## config.mk

```make
export PLATFORM = sky130hd
export DESIGN_NAME = tlu_emulator
export DESIGN_NICKNAME = d
export VERILOG_FILES = /design/src/rtl/tlu_emulator.sv
export SDC_FILE = /design/constraint.sdc
export NUM_CORES = 1
export LEC_CHECK = 0
export CAP_MARGIN = 10
export CORE_MARGIN = 4
export CORE_UTILIZATION = 35
export CTS_BUF_LIST = sky130_fd_sc_hd__clkbuf_4 sky130_fd_sc_hd__clkbuf_8
export DETAILED_ROUTE_END_ITERATION = 7
export PLACE_DENSITY = 0.61
export SLEW_MARGIN = 10
export SYNTH_ARGS = -nofsm -noshare
export SYNTH_HDL_FRONTEND = slang
export SYNTH_SLANG_ARGS = --single-unit
export TNS_END_PERCENT = 1
```

## constraint.sdc

```tcl
create_clock -name clk -period 2.3 [get_ports clk]
set_input_delay 0.575 -clock clk [delete_from_list [all_inputs] [get_ports clk]]
set_output_delay 0.575 -clock clk [all_outputs]
set_load 0.02 [all_outputs]
```

## src/rtl/tlu_emulator.sv

```systemverilog
// tlu_emulator: stand-in Trigger Logic Unit that raises TRIGGER, waits for BUSY and shifts back the trigger number
module tlu_emulator #(
    parameter int TRIG_PERIOD  = 10000,
    parameter int ID_WIDTH     = 15,
    parameter int BUSY_TIMEOUT = 4096
) (
    input  logic                clk,
    input  logic                rst_n,
    input  logic                enable,
    input  logic                force_trig,
    input  logic                busy,
    input  logic                trigger_clock,
    output logic                trigger,
    output logic [ID_WIDTH-1:0] trig_id,
    output logic [31:0]         trig_count,
    output logic [15:0]         veto_count,
    output logic                timeout_err
);
    localparam int PW = $clog2(TRIG_PERIOD);
    localparam int TW = $clog2(BUSY_TIMEOUT) + 1;
    localparam int IW = $clog2(ID_WIDTH);

    typedef enum logic [1:0] {IDLE, WAIT_BUSY, SHIFT, WAIT_RELEASE} state_t;

    state_t                state_q;
    logic [PW-1:0]         per_q;
    logic [TW-1:0]         to_q;
    logic [IW-1:0]         idx_q;
    logic                  trigger_q;
    logic [ID_WIDTH-1:0]   trig_id_q;
    logic [31:0]           trig_count_q;
    logic [15:0]           veto_count_q;
    logic                  timeout_err_q;
    logic                  busy_s1_q, busy_s_q;
    logic                  tclk_s1_q, tclk_s_q, tclk_d_q, tclk_rise_q;
    logic                  attempt;

    assign attempt     = force_trig || (enable && per_q == PW'(TRIG_PERIOD - 1));
    assign trigger     = trigger_q;
    assign trig_id     = trig_id_q;
    assign trig_count  = trig_count_q;
    assign veto_count  = veto_count_q;
    assign timeout_err = timeout_err_q;

    // Two-stage synchronizers for the readout's asynchronous lines, plus a registered TRIGGER_CLOCK rising edge
    always_ff @(posedge clk or negedge rst_n) begin
        if (!rst_n) begin
            busy_s1_q   <= 1'b0;
            busy_s_q    <= 1'b0;
            tclk_s1_q   <= 1'b0;
            tclk_s_q    <= 1'b0;
            tclk_d_q    <= 1'b0;
            tclk_rise_q <= 1'b0;
        end else begin
            busy_s1_q   <= busy;
            busy_s_q    <= busy_s1_q;
            tclk_s1_q   <= trigger_clock;
            tclk_s_q    <= tclk_s1_q;
            tclk_d_q    <= tclk_s_q;
            tclk_rise_q <= tclk_s_q & ~tclk_d_q;
        end
    end

    // Handshake sequencer; a busy drop in SHIFT or WAIT_RELEASE always completes the handshake
    always_ff @(posedge clk or negedge rst_n) begin
        if (!rst_n) begin
            state_q       <= IDLE;
            per_q         <= '0;
            to_q          <= '0;
            idx_q         <= '0;
            trigger_q     <= 1'b0;
            trig_id_q     <= '0;
            trig_count_q  <= '0;
            veto_count_q  <= '0;
            timeout_err_q <= 1'b0;
        end else begin
            case (state_q)
                IDLE: begin
                    if (attempt) begin
                        per_q <= '0;
                        if (busy_s_q) begin
                            veto_count_q <= (&veto_count_q) ? veto_count_q : veto_count_q + 16'd1;
                        end else begin
                            trigger_q <= 1'b1;
                            to_q      <= '0;
                            state_q   <= WAIT_BUSY;
                        end
                    end else begin
                        per_q <= enable ? per_q + 1'b1 : '0;
                    end
                end
                WAIT_BUSY: begin
                    if (busy_s_q) begin
                        trigger_q <= 1'b0;
                        idx_q     <= '0;
                        state_q   <= SHIFT;
                    end else if (to_q == TW'(BUSY_TIMEOUT - 1)) begin
                        timeout_err_q <= 1'b1;
                        trigger_q     <= 1'b0;
                        state_q       <= IDLE;
                    end else begin
                        to_q <= to_q + 1'b1;
                    end
                end
                default: begin
                    if (!busy_s_q) begin
                        trigger_q    <= 1'b0;
                        trig_id_q    <= trig_id_q + 1'b1;
                        trig_count_q <= trig_count_q + 32'd1;
                        state_q      <= IDLE;
                    end else if (tclk_rise_q) begin
                        trigger_q <= (state_q == SHIFT) && trig_id_q[idx_q];
                        if (state_q == SHIFT) begin
                            idx_q <= idx_q + 1'b1;
                            if (idx_q == IW'(ID_WIDTH - 1)) state_q <= WAIT_RELEASE;
                        end
                    end
                end
            endcase
        end
    end
endmodule

```

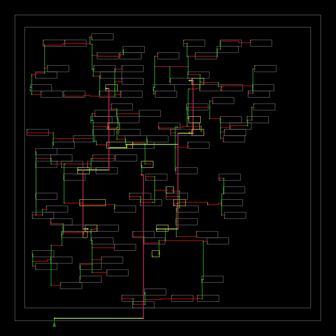
run_1/final_clocks.png
sequential cell count: 104
Clock Skew: 12.9 ps
Clock Sinks: 104

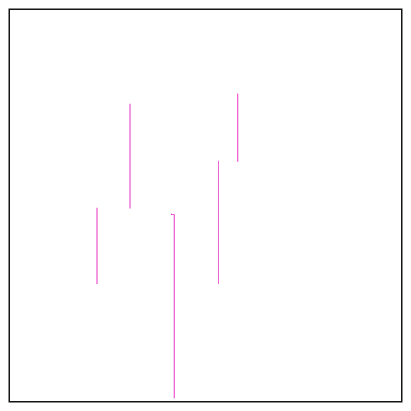
run_1/met4.png
Drawn at 3 px/um.
- main direction: vertical
- wire length on this layer: 185 um
WL final: 12100 um
vias: 4287

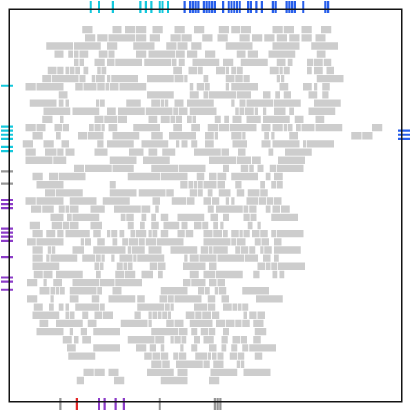
run_1/pins.png
Drawn at 3 px/um. Pins as bars across the die edge, other pins in grey.
- purple: trig_id (pins 15; direction output; edge 11 west, 4 south)
- red: rst_n (pins 1; direction input; edge south)
- cyan: veto_count (pins 16; direction output; edge 9 north, 7 west)
- blue: trig_count (pins 32; direction output; edge 29 north, 3 east)
- all pins by edge: 38 north, 20 west, 10 south, 3 east
Die X: 130 um
die height: 130 um
I/O Buffers: 70

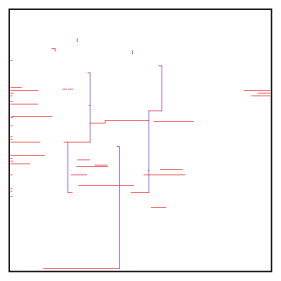
run_1/metal_stack.png
Drawn at 2 px/um. Only two layers are drawn.
- purple: met4 (wire length 185 um)
- red: met3 (wire length 368 um)
routed length per placed instance: 15.0 um
Tot GR Track Use: 0.145

==> results.cfg, run 1 <==
; yosys + openroad results
[outcome]
outcome = finished clean

[place]
pre_cts_slack_ps = -390
place_inst = 786

[sta]
finalMaxSlewViolations = 0
finalWorstPathRequiredPeriod_ps = 2280
max_clock_freq_ghz = 0.438
setup_violations = 0
max_slew_margin = 0.575

[yosys]
ys_ff = 104
syn_nets = 519
top_area_cell = dfrtp_1
top_logic_kind = simple AND/OR/NAND/NOR gates
synth_area_sq_um = 5240
top_cell_area_share = 0.497
yosysChipArea_sq_um = 5240
ff_type = dfrtp_1
adder_share = 0.0239

[worst_setup_path]
crit_cells = 7
slowest_stage = or4_4
arrival_ps = 2570
setup.worst_path.class = register to register
cp-end-kind = register
r2r-start = per_q[11]
r2r_cells = 7
rrSetupSlack_ps = 20

[power]
p_seq_frac = 0.426
p_int_mw = 3.73
swShare = 0.356
pwr-share-clk = 0.223
combPwrFrac = 0.351

[cells_and_area]
sh_seq_area = 0.381
largest_class = sequential cells
nets = 634
layout.cells.non_filler = 807
logic_area_sq_um = 2590
n_fill_cell = 1343
seq_area_sq_um = 2600
comb_share = 0.380

[flow_run]
warning_count = 31
max_cap_violations = 0

[route]
detail_route.vias_per_cell = 5.31
wl_met1_um = 5530
dr.max_layer_used = met4

[clock_tree]
cts_buffer_depth = 2
worstSkewPairLatency_ps = 380
cts_buffers = 9

[grt]
met1_usage = 0.197

[die]
rows = 44
dieArea_sq_um = 17000
==> run 2, diff against run 1 <==
- CORE_UTILIZATION: 35 -> 52
- PLACE_DENSITY: 0.61 -> 0.83
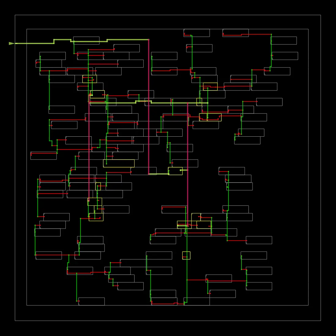
run_2/final_clocks.png
clock-net power: 1.13 mW
later-pin clock latency in the skew report: 360 ps
# clk buffers: 9
total CTS buffers: 9

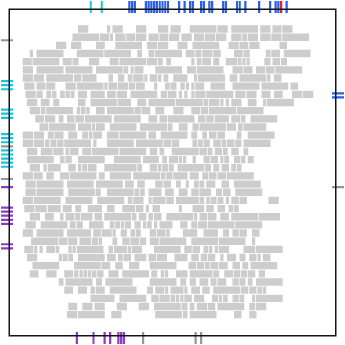
run_2/pins.png
Drawn at 3 px/um. Pins as bars across the die edge, other pins in grey.
- purple: trig_id (pins 15; direction output; edge 8 west, 7 south)
- cyan: veto_count (pins 16; direction output; edge 14 west, 2 north)
- red: rst_n (pins 1; direction input; edge north)
- blue: trig_count (pins 32; direction output; edge 30 north, 2 east)
- all pins by edge: 33 north, 25 west, 10 south, 3 east

==> run 2 against run 1 <==
The flow now finishes with violations (negative setup slack). Register-to-register slack got worse by 50 ps. Critical path depth stayed put. Clock power fell by about 10%. Final cell count decreased by 7.6%. Count of clock-buffer cells in the layout decreased by 1. Non-clock buffer count shrank 10. Via count grew 0.75%. Synthesized cell count is the same. Critical endpoint is now veto_count[8]. Largest cell class unchanged.
==> results.cfg, run 2 <==
; yosys + openroad results
[outcome]
violations = negative setup slack
outcome = complete, but fails checks

[yosys]
ys_ff = 104
top_logic_kind = simple AND/OR/NAND/NOR gates
top_cell_area_share = 0.497

[worst_setup_path]
cp-end-kind = register
slowest_stage = or4_4
arrival_ps = 2620

[place]
pre_cts_slack_ps = -335

[cells_and_area]
nets = 624
flops = 104

[route]
wl_met1_um = 5200
dr.max_layer_used = met4
vias = 4319

[sta]
setup_violations = 5
max_slew_margin = 0.471
clock_skew_ps = 9.76
fin_ws_ps = -29.6

[power]
p_int_mw = 3.51
p_seq_frac = 0.446

[clock_tree]
cts_buffer_depth = 2
clkSinkCount = 104

[die]
die_w_um = 108

[grt]
grt_usage = 0.213

[flow_run]
warning_count = 31
==> run 3, diff against run 2 <==
- ABC_CLOCK_PERIOD_IN_PS: default -> 2300
==> run 3 against run 2 <==
The run still ends with negative setup slack left. Highest routed layer unchanged. Largest power group unchanged. First-iteration DRC count is the same. Via count unchanged. Combinational power about the same. Worst hold slack did not move. Critical endpoint unchanged. Clock power about the same. Synthesized cell count unchanged. Register-to-register slack about the same. Maximum frequency did not move. Die size unchanged. Power unchanged.
==> results.cfg, run 3 <==
; yosys + openroad results
[yosys]
yosysChipArea_sq_um = 5240
top_cell_area_share = 0.497
syn_nets = 519

[clock_tree]
clkSinkCount = 104
worstSkewPairLatency_ps = 360

[die]
rows = 36

[power]
pwr-share-clk = 0.204
clk-power_mw = 1.13
p_int_mw = 3.51

[outcome]
violations = negative setup slack
outcome = complete, but fails checks

[cells_and_area]
sh_seq_area = 0.392
clock_buffers = 9
flops = 104

[flow_run]
max_cap_violations = 0

[place]
io_buffers = 70

[worst_setup_path]
r2r-start = per_q[11]
slowest_stage = or4_4
r2r_cells = 7

[sta]
setup_violations = 5
fin_ws_ps = -29.6
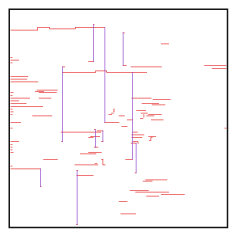
run_3/metal_stack.png
Drawn at 2 px/um. Only two layers are drawn.
- red: met3 (wire length 538 um)
- purple: met4 (wire length 229 um)

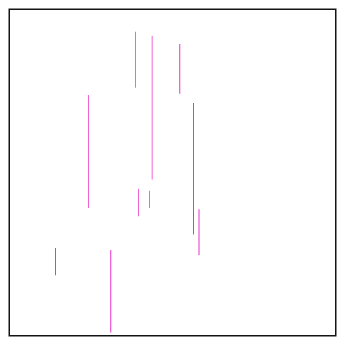
run_3/met4.png
Drawn at 3 px/um.
- share of all routed wire: 1.9%
- main direction: vertical

Power is estimated from default activity; no workload was simulated.
